**src/rtl/common.sv**
```systemverilog
// Shared execute-path definitions: ALU operation codes, the ID/EX payload
// record and the skid-buffer occupancy states.
package common;

    localparam logic [2:0] ALU_AND = 3'b000;
    localparam logic [2:0] ALU_OR  = 3'b001;
    localparam logic [2:0] ALU_ADD = 3'b010;
    localparam logic [2:0] ALU_SUB = 3'b110;

    typedef struct packed {
        logic [2:0]  alu_control;
        logic [31:0] left_operand;
        logic [31:0] right_operand;
        logic [4:0]  rd;
        logic        reg_write;
    } id_ex_payload_t;

    typedef enum logic [1:0] {
        EMPTY = 2'd0,
        ONE   = 2'd1,
        FULL  = 2'd2
    } skid_state_t;

endpackage

```
**src/rtl/id_ex_skid_stage.sv**
```systemverilog
// ID/EX pipeline register built as a two-entry skid buffer. The main entry
// drives the execute stage; the skid entry catches the one payload that can
// arrive while execute stalls, so in_ready never depends on out_ready in the
// same cycle.
module id_ex_skid_stage
    import common::*;
(
    input  logic        clk,
    input  logic        reset_n,
    input  logic        flush,
    input  logic        in_valid,
    output logic        in_ready,
    input  logic [2:0]  in_alu_control,
    input  logic [31:0] in_left_operand,
    input  logic [31:0] in_right_operand,
    input  logic [4:0]  in_rd,
    input  logic        in_reg_write,
    output logic        out_valid,
    input  logic        out_ready,
    output logic [2:0]  out_alu_control,
    output logic [31:0] out_left_operand,
    output logic [31:0] out_right_operand,
    output logic [4:0]  out_rd,
    output logic        out_reg_write
);

    skid_state_t    state_q, state_d;
    id_ex_payload_t main_q, main_d;
    id_ex_payload_t skid_q, skid_d;
    id_ex_payload_t in_payload;
    logic           in_ready_q;
    logic           in_xfer;
    logic           out_xfer;

    assign in_payload = '{alu_control:   in_alu_control,
                          left_operand:  in_left_operand,
                          right_operand: in_right_operand,
                          rd:            in_rd,
                          reg_write:     in_reg_write};

    assign out_valid = (state_q != EMPTY);
    assign in_ready  = in_ready_q;
    assign in_xfer   = in_valid & in_ready_q;
    assign out_xfer  = out_valid & out_ready;

    // Next occupancy and payload movement; flush overrides every transfer.
    always_comb begin
        // NOTE: every comb output gets a default first so no path infers a latch;
        // blocking '=' here, non-blocking '<=' only in the clocked block.
        state_d = state_q;
        main_d  = main_q;
        skid_d  = skid_q;

        case (state_q)
            EMPTY: begin
                if (in_xfer) begin
                    state_d = ONE;
                    main_d  = in_payload;
                end
            end
            ONE: begin
                if (in_xfer && out_xfer) begin
                    main_d = in_payload;
                end else if (in_xfer) begin
                    state_d = FULL;
                    skid_d  = in_payload;
                end else if (out_xfer) begin
                    state_d = EMPTY;
                end
            end
            FULL: begin
                // in_ready is low here, so any offered input is ignored.
                if (out_xfer) begin
                    state_d = ONE;
                    main_d  = skid_q;
                end
            end
            default: begin
                state_d = EMPTY;
            end
        endcase

        if (flush) begin
            state_d = EMPTY;
            main_d  = '0;
            skid_d  = '0;
        end
    end

    // State and payload registers; in_ready is registered from next state.
    always_ff @(posedge clk) begin
        if (!reset_n) begin
            // NOTE: payload registers are reset too, so outputs read as zero
            // after reset rather than leftover data.
            state_q    <= EMPTY;
            main_q     <= '0;
            skid_q     <= '0;
            in_ready_q <= 1'b1;
        end else begin
            state_q    <= state_d;
            main_q     <= main_d;
            skid_q     <= skid_d;
            in_ready_q <= (state_d != FULL);
        end
    end

    assign out_alu_control   = main_q.alu_control;
    assign out_left_operand  = main_q.left_operand;
    assign out_right_operand = main_q.right_operand;
    assign out_rd            = main_q.rd;
    // A drained entry keeps its data but must never look like a register write.
    assign out_reg_write     = main_q.reg_write & out_valid;

endmodule

```
**config.mk**
```make
export PLATFORM = sky130hd
export DESIGN_NAME = id_ex_skid_stage
export DESIGN_NICKNAME = d
export VERILOG_FILES = /design/src/rtl/common.sv /design/src/rtl/id_ex_skid_stage.sv
export SDC_FILE = /design/constraint.sdc
export NUM_CORES = 1
export LEC_CHECK = 0
export ABC_AREA = 1
export CAP_MARGIN = 5
export CORE_ASPECT_RATIO = 1.4
export CORE_MARGIN = 2
export CORE_UTILIZATION = 35
export DETAILED_ROUTE_END_ITERATION = 16
export HOLD_SLACK_MARGIN = 0.15
export PLACE_DENSITY_LB_ADDON = 0.15
export SYNTH_ARGS = -nofsm -noshare
export SYNTH_HDL_FRONTEND = slang
export SYNTH_SLANG_ARGS = --single-unit
```
**constraint.sdc**
```tcl
create_clock -name clk -period 2.5 [get_ports clk]
set_input_delay 0.5 -clock clk [delete_from_list [all_inputs] [get_ports clk]]
set_output_delay 0.5 -clock clk [all_outputs]
set_load 0.02 [all_outputs]
```
==> run notes, run 1 <==
Implementation status.

- The run finished with clean final reports.
- The launch point of the worst register-to-register path is recorded as state_q[1].
- Post-CTS timing repair inserted 0 buffers for setup.
- Prior to clock tree synthesis, the placed netlist has a worst setup slack of about 470 ps.
- The number of sequential cells in the layout is between 100 and 150.
- The power density over the cells is ~630 nW/µm².
- The utilization after layout is a little over two fifths.
- In this run the number of H-tree levels came out at 4.
- The total routing usage reported by global routing is ~18%.
- Once placement finished, the instance area stood at about 8500 µm².
- The total routed wire length on the met1 layer is about 9 mm.
- Cells with a size suffix above 1 make up 4.76% of the layout.
- The count of port buffers added during placement is 152.
- The required time at the worst-slack endpoint is approximately 2000 ps.
- The flow reports that combinational logic draws around an eighth of the design power.
- The clock arrives with between 9 and 10 ps of skew.
- The proportion of synthesized area in mux cells is 0%.
- The total stage count of the critical path is 3.
- The height of the die is around 180 µm.
- The CTS log lists the clock sinks for this run as approximately 150.
- The number of pins exceeding their max-slew limit in the final report is 0.
- Routability-driven placement finished with a final weighted congestion of 0.738.
- The post-synth count of flops with an enable pin is 0.
- The remaining max-slew budget at the tightest pin is about two thirds.
- The leftover overflow at the end of global routing is 0.
**Run 1: met1 routing**

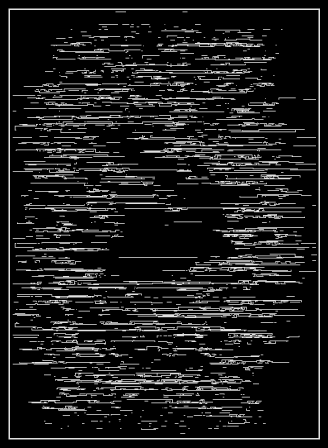
- wire length on this layer: 8880 µm
- share of all routed wire: 46%
- main direction: horizontal
- nets with wire on the layer: 1118
- longest straight run: 48.3 µm

**Run 1: M2 wires**

The bar under the picture is 50 µm long. Cells faint in the background.
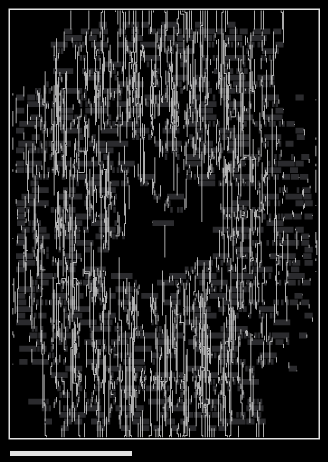
- nets with wire on the layer: 810
- main direction: vertical
- longest straight run: 57.3 µm
- wire length on this layer: 9220 µm
- share of all routed wire: 48%

**Run 1: M3 wires**

The bar under the picture is 50 µm long.
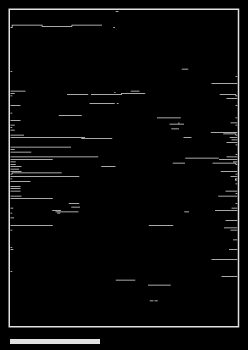
- main direction: horizontal
- wire length on this layer: 850 µm
- longest straight run: 48.5 µm
- nets with wire on the layer: 98
number of vias in the routed layout: 6558
wirelength, routed: 19.1 mm

**Run 1: track usage over the die**

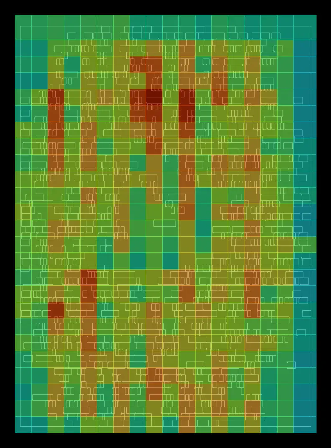

## Run 2: what changed since run 1
--- a/config.mk
+++ b/config.mk
@@ -7,5 +7,4 @@
 export LEC_CHECK = 0
 export ABC_AREA = 1
-export CAP_MARGIN = 5
 export CORE_ASPECT_RATIO = 1.4
 export CORE_MARGIN = 2
==> constraint.sdc (replaced) <==
create_clock -name clk -period 2.5 [get_ports clk]
set_input_delay 0.375 -clock clk [delete_from_list [all_inputs] [get_ports clk]]
set_output_delay 0.375 -clock clk [all_outputs]
set_load 0.02 [all_outputs]
**Run 2: track usage over the die**

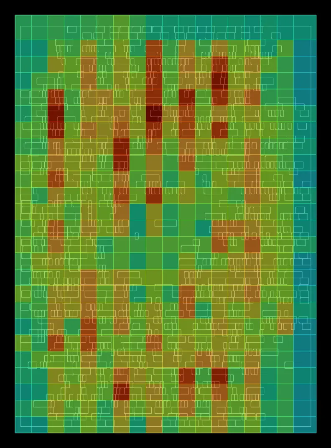
fraction of met3 tracks used by global routing: 4.70%
drt wl/cell: 13.7 µm

==> run notes, run 2 <==
Implementation status.

- The critical path endpoint is out_reg_write (unchanged).
- The number of synthesized flops with an enable pin came to 0 (unchanged).
- The sequential share of cell area came to 33.0% (was 33.1%).
- The DRC violation count after routing is 0 (unchanged).
- The share of power burned in combinational logic is 12.4% (was 12.9%).
- The dominant cell type by count on the critical path is sky130_fd_sc_hd__nor2_1 (unchanged).
- The total routing usage reported by global routing is 18.1% (was 17.7%).
- The weighted congestion at the end of routability-driven global placement was 0.766 (was 0.738).
- The total of hold buffers inserted after clock tree synthesis came to 0 (unchanged).
- The area fraction of clock buffers and clock inverters was 6.79% (was 6.24%).
- The detailed placer's ending HPWL came to 11.6 mm (was 11.0 mm).
- The leftover overflow at the end of global routing is 0 (unchanged).
- The fraction of final layout cells sized beyond drive strength 1 came to 5.01% (was 4.76%).
- The total number of clock tree sinks was 149 (unchanged).
- Run status: finished clean (unchanged).
- The largest non-sequential cell family by area is simple AND/OR/NAND/NOR gates (unchanged).
- The worst setup margin is 479 ps (was 368 ps).
- The fraction of area in non-clock buffers came to 18.7% (was 19.0%).
- The cell area after placement was 8440 µm² (was 8450 µm²).
- The worst clock skew is 8.19 ps (was 9.59 ps).
- The largest fanout on the critical path was 5 (unchanged).
- The portion of total power attributed to sequential cells is 41.9% (was 43.6%).
- The power density over the cells came to 651 nW/µm² (was 628 nW/µm²).
- The number of buffers inserted to repair setup after CTS was 0 (unchanged).
- The number of sequential cells in the layout is 149 (unchanged).
- The fraction of synthesis flops using an asynchronous set or reset pin is 0% (unchanged).
- The total stage count of the critical path came to 3 (unchanged).
- The final tally of setup violations was 0 (unchanged).
- The number of pins exceeding their max-slew limit in the final report is 0 (unchanged).
- The basic-gate share of the synthesized area counting and, or, nand and nor cells is 36.6% (unchanged).
- The total routed wire length on the met1 layer is 9.08 mm (was 8.88 mm).
- The height of the die is 176 µm (unchanged).
- The number of standard cells after synthesis is 1130 (unchanged).
- Ordered list of cells on the worst path: nor2_1 -> nor2_1 -> clkdlybuf4s50_1 (unchanged).
- The mean cell area of the mapped netlist is 6.55 µm² (unchanged).
- The worst-case setup slack after placement is 604 ps (was 473 ps).
- The remaining max-slew budget at the tightest pin is 64.6% (was 67.0%).
- The total number of vias was 6632 (was 6558).
- The critical path data arrival time is 1650 ps (was 1630 ps).
- The utilization after layout is 43.9% (was 43.7%).
- The highest routing layer actually used is met5 (was met4).
- The launch point of the worst reg-to-reg path is state_q[1] (unchanged).
- The count of H-tree levels built during CTS is 4 (unchanged).
- The inverter count is 81 (unchanged).
- The required time at the worst-slack endpoint was 2120 ps (was 2000 ps).
- The count of port buffers added during placement is 152 (unchanged).
- The routed wire length was 19.7 mm (was 19.1 mm).
- The post-route cell area is 9060 µm² (was 9020 µm²).
- The proportion of synthesized area in mux cells was 0% (unchanged).
**Run 2: met1 routing**

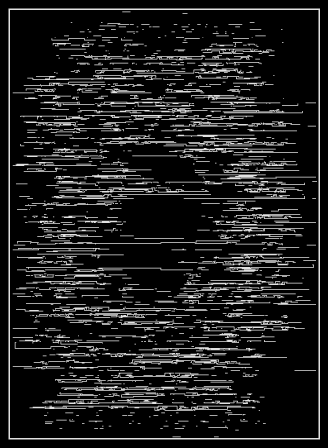

## Run 3: what changed since run 2
- clock period: 2.5 -> 1.8 ns (I/O delays scaled with it)
**Run 3: met1 routing**

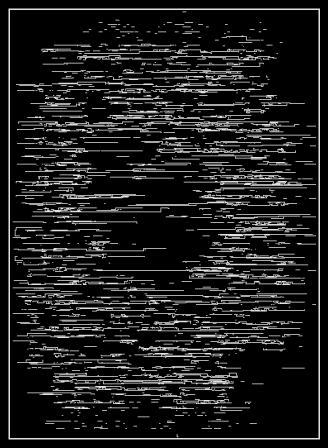
- longest straight run: 41.2 µm
- wire length on this layer: 9080 µm
- nets with wire on the layer: 1125

==> run notes, run 3 <==
Implementation status.

- The post-route cell area was 9260 µm² (was 9060 µm²).
- Run status: finished clean (unchanged).
- The average wire per cell in the routed design is 13.4 µm (was 13.7 µm).
- Ordered list of cells on the worst path: clkdlybuf4s50_1 (was nor2_1 -> nor2_1 -> clkdlybuf4s50_1).
- The number of standard cells after synthesis is 1130 (unchanged).
- The number of buffers inserted to repair setup after CTS is 0 (unchanged).
- The final tally of setup violations was 0 (unchanged).
- The sequential share of cell area was 32.3% (was 33.0%).
- The fraction of final layout cells sized beyond drive strength 1 is 5.80% (was 5.01%).
- The count of port buffers added during placement is 152 (unchanged).
- The detailed placer's ending HPWL is 12.3 mm (was 11.6 mm).
- The total number of vias came to 6631 (was 6632).
- The share of power burned in combinational logic is 12.8% (was 12.4%).
- The largest non-sequential cell family by area was simple AND/OR/NAND/NOR gates (unchanged).
- The total number of clock tree sinks is 149 (unchanged).
- The number of antenna repair diodes is 0 (was 1).
- The total stage count of the critical path came to 1 (was 3).
- The number of sequential cells in the layout is 149 (unchanged).
- The total of hold buffers inserted after clock tree synthesis was 0 (unchanged).
- The total routing usage reported by global routing was 17.4% (was 18.1%).
- The proportion of synthesized area in mux cells came to 0% (unchanged).
- The utilization after layout was 44.9% (was 43.9%).
- The total leakage power is 3.90 nW (was 3.79 nW).
- The remaining max-slew budget at the tightest pin is 72.5% (was 64.6%).
- The cell area after placement is 8640 µm² (was 8440 µm²).
- The critical path endpoint is out_left_operand[31] (was out_reg_write).
- The leftover overflow at the end of global routing was 0 (unchanged).
- The met3 usage in global routing was 4.18% (was 4.70%).
- The routed wire length is 19.4 mm (was 19.7 mm).
- The height of the die is 176 µm (unchanged).
- The fraction of area in non-clock buffers came to 20.4% (was 18.7%).
- The largest fanout on the critical path is 2 (was 5).
- The portion of total power attributed to sequential cells is 41.5% (was 41.9%).
- The highest routing layer actually used is met4 (was met5).
- The power density over the cells is 892 nW/µm² (was 651 nW/µm²).
- The area fraction of clock buffers and clock inverters is 6.70% (was 6.79%).
- The number of synthesized flops with an enable pin came to 0 (unchanged).
- The worst-case setup slack after placement came to 13.9 ps (was 604 ps).
- The critical path data arrival time is 1420 ps (was 1650 ps).
- The final critical-path required period is 1690 ps.
- The worst setup margin is 106 ps (was 479 ps).
- The count of H-tree levels built during CTS is 4 (unchanged).
- The global-route wire length before repair is 31.5 mm (was 32.5 mm).
- The number of pins exceeding their max-slew limit in the final report came to 0 (unchanged).
- The inverter count came to 81 (unchanged).
- The fraction of synthesis flops using an asynchronous set or reset pin is 0% (unchanged).
- The weighted congestion at the end of routability-driven global placement is 0.733 (was 0.766).
- The worst clock skew is 9.84 ps (was 8.19 ps).
Power figures rest on the tool's default switching activity, not on a simulated workload.
